Supply network:
Pins as bars on the die edge.
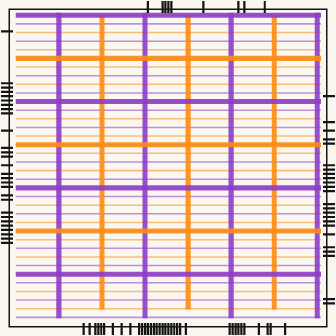
Cells colored by class:
The bar under the picture is 20 microns long.
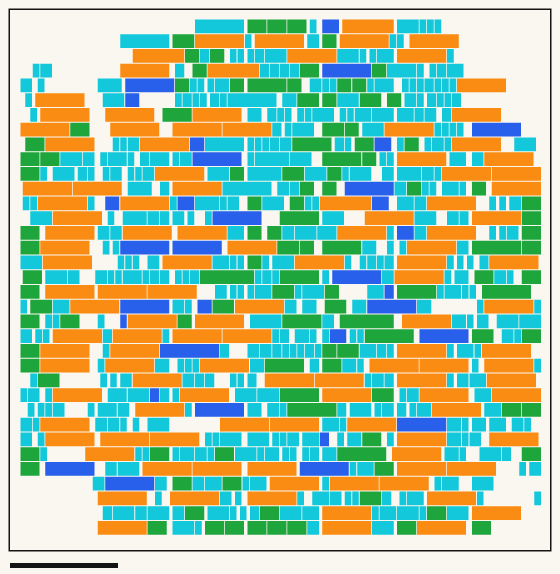
Routed clock nets over the placement:
The bar under the picture is 20 microns long.
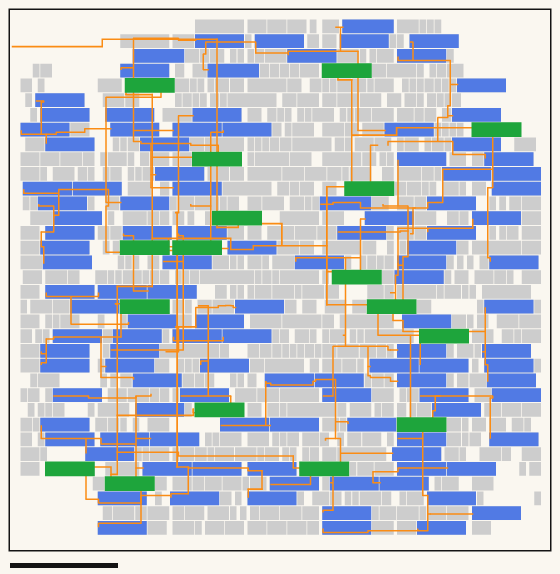
Routed metal, one color a layer:
Two of the layers only.
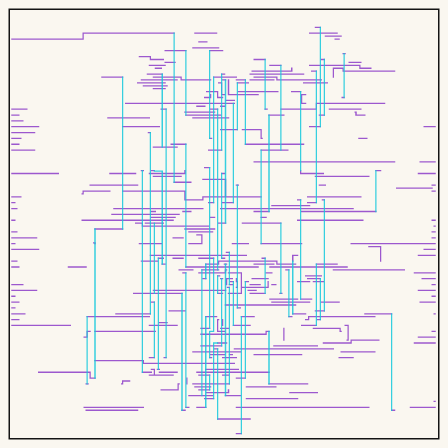
Clock routing:
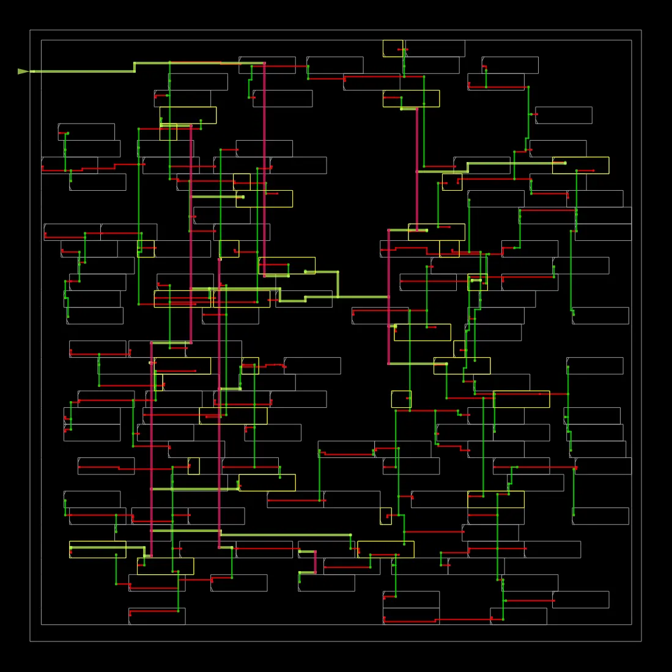
Design sd_cmd_sender, sky130hd; sources not shown.
==> flow_metrics.env <==
# flow metrics
export IMPL_die_area_sq_um=9920
export IMPL_worstPathArrival_ns=2.12
export IMPL_core_util_floorplan_pct=56.0
export IMPL_final_common_cell="dfrtp_1"
export IMPL_p_per_area_nw_per_um2=2430
export IMPL_port_buffer_count=0
export IMPL_post_synth_top_area_cell="dfrtp_1"
export IMPL_avgViaCountPerCell=6.31
export IMPL_finalCriticalPeriod_ns=1.83
export IMPL_synth_stat_cells=596
export IMPL_flop_cell="dfrtp_1"
export IMPL_design_area_sq_um=7670
export IMPL_fin_crit_sh_pct=131
export IMPL_synth_compound_area_share_pct=9.22
export IMPL_violations="negative hold slack, negative setup slack"
export IMPL_ys_sh_xor_pct=0.512
export IMPL_synth_cell_type_count=27
export IMPL_ys_sh_mux_pct=1.10
export IMPL_hold_path_class="in2async"
export IMPL_synthSimpleGateAreaFrac_pct=23.7
export IMPL_ys_area_sq_um=5130
export IMPL_crit_path_end_kind="flop"
export IMPL_dp_final_hpwl_microns=7630
export IMPL_ant_nets=0
export IMPL_cts_root_buffer="clkbuf_16"
export IMPL_cts_tree="built"
export IMPL_final_nets=762
export IMPL_fin_util_pct=83.9
export IMPL_cts_setup_buffers=10
export IMPL_most_common_cell="nand2_1"
export IMPL_instances_no_fill=828
export IMPL_synthArstFlopShare_pct=100
export IMPL_n_antenna_cell=0
export IMPL_num_io_pins=96
export IMPL_worstPathMaxFanout=7
export IMPL_ys_warn_count=0
export IMPL_crit_chain="nor2_1 -> nand3_1 -> nand2_2 -> nand2_2 -> nand2_1 -> o21ai_0"
export IMPL_p_leak_uw=0.00373
export IMPL_status="complete, but fails checks"
export IMPL_antenna_found_initial=0
export IMPL_setup_slack_ns=-0.430
export IMPL_cp_common_cell="nand2_2"
export IMPL_finalHoldViolCount=117
export IMPL_cts_resized_gates=83
export IMPL_hold_slack_ns=-0.529
export IMPL_setup_viol=107
export IMPL_drtIter0Drc=523
export IMPL_layout_drive_gt1_share_pct=36.3
export IMPL_worstSetupPathType="reg2reg"
Notes on 'supply network' above:
Purple marks VSS. Orange marks VDD.
The core has 35 rows. 7 straps on met4. 7 straps on met5. 36 met1 rails follow the rows. 96 signal pins sit on the boundary.
Die Y: 99.6 microns
core area: 9150 sq um
chip width: 99.6 microns

Notes on 'cells colored by class' above:
Cyan marks combinational and other logic, cells 457, share of their area 37%. Blue marks clock drivers and dummy loads, cells 32, share of their area 7.4%. Orange marks flops, cells 117, share of their area 39%. Green marks other buffers and delay cells, cells 111, share of their area 17%.
Seq area share: 38.2%
Site Rows: 35

Notes on 'routed clock nets over the placement' above:
Orange marks clock wires, length 1660 microns. Blue marks flip-flops, count 117. Green marks clock drivers, count 17.
Position of the flops: spread over the die.
Final Skew: 0.0137 ns
Clk pwr share: 22.3%
Clock Power: 4160 uW
worst skew pair latency: 0.43 ns

Notes on 'routed metal, one color a layer' above:
Cyan marks metal 4, wire length 1320 microns. Purple marks metal 3, wire length 1720 microns.
Vias: 5223
WL final: 18900 microns
gr usage total: 30.2%
drt wl/cell: 22.9 microns

Notes on 'clock routing' above:
CTS buffer count: 17
registers: 117
clk_buf instances: 17
Clock Sink Count: 117

[power breakdown]
part / internal (uW) / switching, uW / total, uW
Sequential: 4910 / 1450 / 6360
Clock: 2440 / 1730 / 4160
Combinational: 3470 / 4640 / 8110
[layout make-up]
type                            instances  area [sq um]  area share, %
Multi-Input combinational cell        404          2550           33.2
Sequential cell                       117          2930           38.2
Clock inverter                         15           131           1.71
Inverter                               53           225           2.93
Timing Repair Buffer                  111          1270           16.5
Clock buffer                           17           425           5.54
Tap cell                              111           139           1.81
[critical path, delay by kind of cell (launching register included)]
family / cells / cell delay, ns
AND-OR/OR-AND: 1 / 0.11
AND/OR/NAND/NOR: 5 / 1.13
flip-flops: 1 / 0.44
[layer usage]
metal  up-vias  wire length (microns)
met4         0                   1320
met3       140                   1720
met5         -                      0
met2       456                   9350
li1       2116                      -
met1      2511                   6540
Power and IR drop assume default switching activity.
